### config.mk
export PLATFORM = sky130hd
export DESIGN_NAME = grant_decoder
export DESIGN_NICKNAME = d
export VERILOG_FILES = /design/src/rtl/grant_decoder.sv
export SDC_FILE = /design/constraint.sdc
export NUM_CORES = 1
export LEC_CHECK = 0
export ABC_AREA = 1
export CORE_ASPECT_RATIO = 0.6
export CORE_MARGIN = 4
export CORE_UTILIZATION = 40
export CTS_CLUSTER_DIAMETER = 120
export DETAILED_ROUTE_END_ITERATION = 12
export PLACE_DENSITY = 0.66
export SLEW_MARGIN = 5
export SYNTH_ARGS = -nofsm -noshare
export SYNTH_HDL_FRONTEND = slang
export SYNTH_SLANG_ARGS = --single-unit
### constraint.sdc
create_clock -name clk -period 2.25 [get_ports clk]
set_input_delay 0.45 -clock clk [delete_from_list [all_inputs] [get_ports clk]]
set_output_delay 0.45 -clock clk [all_outputs]
set_load 0.005 [all_outputs]
### src/rtl/grant_decoder.sv
// Registered one-hot grant issuer fed by a priority encoder's {index, valid}.
// Optional grant expiry is compiled in with GRANT_DECODER_TIMEOUT_EN.
module grant_decoder #(
  parameter int IDX_W    = 2,
  parameter int N        = 4,
  parameter int HOLD_MAX = 15
) (
  input  logic             clk,
  input  logic             rst_n,
  input  logic [IDX_W-1:0] in_idx,
  input  logic             in_valid,
  output logic             in_ready,
  input  logic [N-1:0]     ack,
  output logic [N-1:0]     grant,
  output logic [7:0]       done_cnt,
  output logic             timeout,
  output logic             spurious
);

  typedef enum logic [1:0] {
    IDLE    = 2'd0,
    GRANT   = 2'd1,
    RELEASE = 2'd2
  } state_t;

  localparam logic [N-1:0] ONE_HOT_BASE = {{(N-1){1'b0}}, 1'b1};

  state_t           state, state_nx;
  logic [IDX_W-1:0] idx, idx_nx;
  logic [N-1:0]     grant_nx;
  logic [7:0]       done_nx;
  logic             timeout_nx;
  logic             spurious_nx;
  logic             ack_hit;

`ifdef GRANT_DECODER_TIMEOUT_EN
  localparam logic [7:0] HOLD_LAST = 8'(HOLD_MAX - 1);
  logic [7:0] hold_cnt, hold_nx;
`else
  logic [7:0] unused_hold_max;
  assign unused_hold_max = 8'(HOLD_MAX);
`endif

  assign in_ready = (state == IDLE);
  assign ack_hit  = ack[idx];

  always_ff @(posedge clk or negedge rst_n) begin
    if (!rst_n) begin
      state    <= IDLE;
      idx      <= '0;
      grant    <= '0;
      done_cnt <= '0;
      timeout  <= 1'b0;
      spurious <= 1'b0;
`ifdef GRANT_DECODER_TIMEOUT_EN
      hold_cnt <= '0;
`endif
    end else begin
      state    <= state_nx;
      idx      <= idx_nx;
      grant    <= grant_nx;
      done_cnt <= done_nx;
      timeout  <= timeout_nx;
      spurious <= spurious_nx;
`ifdef GRANT_DECODER_TIMEOUT_EN
      hold_cnt <= hold_nx;
`endif
    end
  end

  always_comb begin
    state_nx    = state;
    idx_nx      = idx;
    grant_nx    = grant;
    done_nx     = done_cnt;
    timeout_nx  = 1'b0;
    spurious_nx = 1'b0;
`ifdef GRANT_DECODER_TIMEOUT_EN
    hold_nx     = hold_cnt;
`endif
    case (state)
      IDLE: begin
        if (in_valid) begin
          idx_nx   = in_idx;
          grant_nx = ONE_HOT_BASE << in_idx;
          state_nx = GRANT;
`ifdef GRANT_DECODER_TIMEOUT_EN
          hold_nx  = '0;
`endif
        end
      end
      GRANT: begin
        // grant is one-hot on idx here, so its complement masks the other lines
        spurious_nx = |(ack & ~grant);
        if (ack_hit) begin
          grant_nx = '0;
          done_nx  = done_cnt + 8'd1;
          state_nx = RELEASE;
        end
`ifdef GRANT_DECODER_TIMEOUT_EN
        else if (hold_cnt == HOLD_LAST) begin
          grant_nx   = '0;
          timeout_nx = 1'b1;
          state_nx   = RELEASE;
        end else begin
          hold_nx = hold_cnt + 8'd1;
        end
`endif
      end
      RELEASE: begin
        grant_nx = '0;
        // waiting for ack to fall keeps one long ack level from completing twice
        if (ack == '0) state_nx = IDLE;
      end
      default: begin
        grant_nx = '0;
        state_nx = IDLE;
      end
    endcase
  end

endmodule

Fig. 1: placement by cell class
Drawn at 6 px/um.
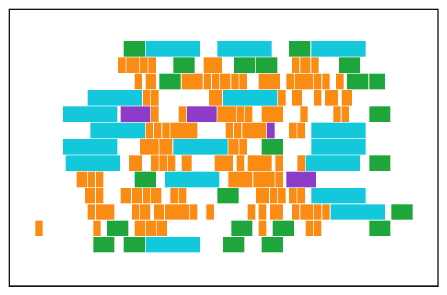
- purple: clock drivers and dummy loads (cells 4; share of their area 3.7%)
- orange: combinational and other logic (cells 104; share of their area 43%)
- cyan: flops (cells 17; share of their area 35%)
- green: other buffers and delay cells (cells 23; share of their area 19%)

Fig. 2: clock nets
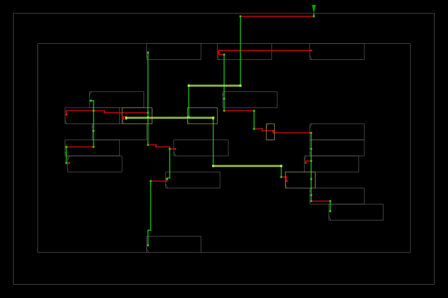
Worst-Skew Late Latency: 250 ps
total of clock buffers placed in the layout: 4
FF+latch count: 17
Num Clock Sinks: 17
number of buffers created by CTS: 3

Fig. 3: wiring heat map
Drawn at 6 px/um. 14 x 9 tiles, from dark purple (low) to yellow (high), scaled to the fullest tile. Values are wire area over tile area, all layers added.
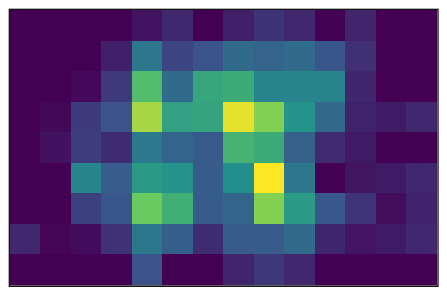
- densest ninth of the die: center
- fullest tile: 0.47
- tiles over half the peak: 14%
- mean over tiles: 0.10
- nearly empty tiles: 29%
- emptiest ninth of the die: upper left

Fig. 4: the metal 3 layer
Drawn at 6 px/um. Cells faint in the background.
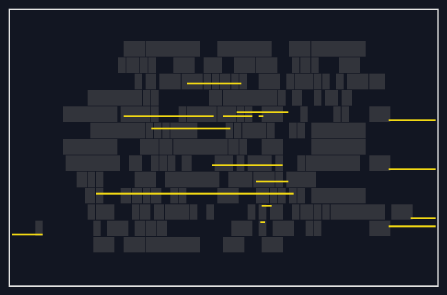
- longest straight run: 32.7 um
- share of all routed wire: 6.3%
- nets with wire on the layer: 14
- wire length on this layer: 132 um
- main direction: horizontal

Fig. 5: drive-strength map
Drawn at 4 px/um.
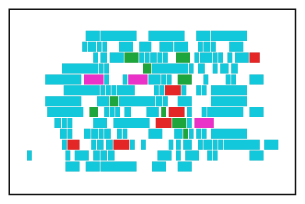
- magenta: _6 and larger (cells 3; share 2.0%; most used clkbuf_8)
- red: _3 and _4 cells (cells 6; share 4.1%; most used nand2_4)
- green: _2 cells (cells 9; share 6.1%; most used nand3_2)
- cyan: _0 and _1 cells (cells 130; share 88%; most used nand2_1)

==> changes_impl.md <==
## Implementation

* Result of the run: completed
* Maximum achievable frequency at 539 MHz
* XOR/XNOR Area Share at 0.0457
* Yosys warning tally at 0
* FF-to-FF Start: done_cnt[0]$_DFFE_PN0P_
* Number of DRC markers after the initial detailed-route iteration at ~57
* Hold buffers post-CTS at 0
* First-pass GRT wire length at between 3000 and 4000 um
* Basic-gate share of the synthesized area counting and, or, nand and nor cells at 0.359
* Final setup violating endpoints at 0
* OpenROAD warning count at 26
* Mux share of post-synthesis cell area at 0
* DRC violation count after routing at 0
* Data required time at the worst endpoint at approximately 1800 ps
* Clock H-tree levels at 1
* Width of the chip at roughly 71 um
* Routing usage on met1 at 0.182
* Aggregate global routing overflow at 0
* Startpoint of the tightest hold check path: grant[3]$_DFFE_PN0P_
* Count of nets after finishing at 159
* Power dissipated by switching net loads at roughly 0.00052 W
* Crit path launch type: register
* Clock buffer depth at 2
* Area of the core region at 2230 um^2
* Number of antenna violations at the first check in global routing at 0
* Routed len/inst at 11.7 um
* CP Max Fanout at 6
* Total number of vias at between 800 and 900
* Internal power summed over all cells at a little over 0.0008 W
* Endpoint of the worst register-to-register path: done_cnt[4]$_DFFE_PN0P_
* Gate power share at 0.457
* Standby leakage power at between 0.6 and 0.7 nW
* Pre-placement core utilization at 0.430
* Wire length on met2 at 927 um
* Sum of net half-perimeters after detailed placement at 1720 um
* Post-route antenna net violation count at 0
* Placer congestion estimate at roughly 0.82
* Chip area at between 3000 and 4000 um^2
* Final worst-path cycle share at 0.825
* Sw frac at 0.389
* Highest metal layer used by the detailed router: met4
* Number of max-cap violations at 0
* Setup repair after global routing missed its margin: false
* Worst clock skew on the final layout at ~1.7 ps
* CP Data Arrival Time at approximately 1400 ps
* Die boundary height at between 40 and 50 um
* End point of the worst hold path: grant[3]$_DFFE_PN0P_
## worst max-delay path, stage by stage, from the launching register on
cell	delay, ps
sky130_fd_sc_hd__dfrtp_1	390
sky130_fd_sc_hd__inv_1	100
sky130_fd_sc_hd__nand2_2	100
sky130_fd_sc_hd__inv_1	80
sky130_fd_sc_hd__clkdlybuf4s50_1	500
## layout by cell type, fill, tap and decap left out, drive strengths merged
cell and count:
buf 1, clkbuf 4, clkdlybuf4s50 22, conb 1, dfrtp 17, ha 1, inv 21, nand2 45
nand3 11, nand4 3, nor2 4, nor3 4, o21ai 6, o22ai 2, or2 1, xnor2 2
xor2 3
## per-stage QoR
step,total power (W),worst slack [ps],utilization,instance area (um^2),hold slack (ps)
2_1_floorplan,0.000862,1150,-,958,154
3_3_place_gp,0.00110,678,0.546,1220,486
3_5_place_dp,0.00113,643,0.546,1220,489
4_1_cts,0.00136,377,0.566,1260,503
5_1_grt,0.00144,291,0.566,1260,531
6_report,0.00134,393,0.566,1260,495
## final cells by class
type / count / area, um^2
Sequential cell: 17 / 425
Fill cell: 199 / 967
Timing Repair Buffer: 23 / 228
Inverter: 21 / 78.8
Multi-Input combinational cell: 83 / 447
Tap cell: 30 / 37.5
Clock buffer: 4 / 45.0
## how the worst max path moves through the flow
stage	slack, ps	start	to	cells past startpoint
after floorplan	1150	done_cnt[0]$_DFFE_PN0P_	done_cnt[4]$_DFFE_PN0P_	5
after global placement	680	state[1]$_DFFE_PN0P_	in_ready	4
after detailed placement	640	ack[1]	done_cnt[0]$_DFFE_PN0P_	5
after CTS	380	state[1]$_DFFE_PN0P_	in_ready	4
after global routing	290	state[1]$_DFFE_PN0P_	in_ready	4
final	390	state[1]$_DFFE_PN0P_	in_ready	4
## power groups by stage
stage | logic [W] | clock network [W] | registers (W)
after global routing | 0.000677 | 0.000243 | 0.000519
final | 0.000611 | 0.000223 | 0.000504
after global placement | 0.000595 | 0 | 0.000505
after CTS | 0.000619 | 0.000231 | 0.000505
after floorplan | 0.000368 | 0 | 0.000493
after detailed placement | 0.000617 | 0 | 0.000510
## sequential cells by signal, indices dropped and copies added (netlist names)
register	count
done_cnt	8
grant	4
idx	2
state	2
spurious	1
## synth_stat cells
cell	count
sky130_fd_sc_hd__nand2_1	40
sky130_fd_sc_hd__inv_1	19
sky130_fd_sc_hd__dfrtp_1	17
sky130_fd_sc_hd__nand3_1	7
sky130_fd_sc_hd__nand3_2	4
sky130_fd_sc_hd__nor3_1	4
sky130_fd_sc_hd__nand2_4	3
sky130_fd_sc_hd__nand4_1	3
sky130_fd_sc_hd__o21ai_0	3
sky130_fd_sc_hd__o21ai_1	3
sky130_fd_sc_hd__xor2_1	3
sky130_fd_sc_hd__inv_2	2
sky130_fd_sc_hd__nand2_2	2
sky130_fd_sc_hd__nor2_1	2
sky130_fd_sc_hd__o22ai_1	2
sky130_fd_sc_hd__xnor2_1	2
sky130_fd_sc_hd__buf_4	1
sky130_fd_sc_hd__conb_1	1
sky130_fd_sc_hd__ha_1	1
sky130_fd_sc_hd__nor2_2	1
sky130_fd_sc_hd__nor2_4	1
sky130_fd_sc_hd__or2_4	1
Power is estimated from default activity; no workload was simulated.
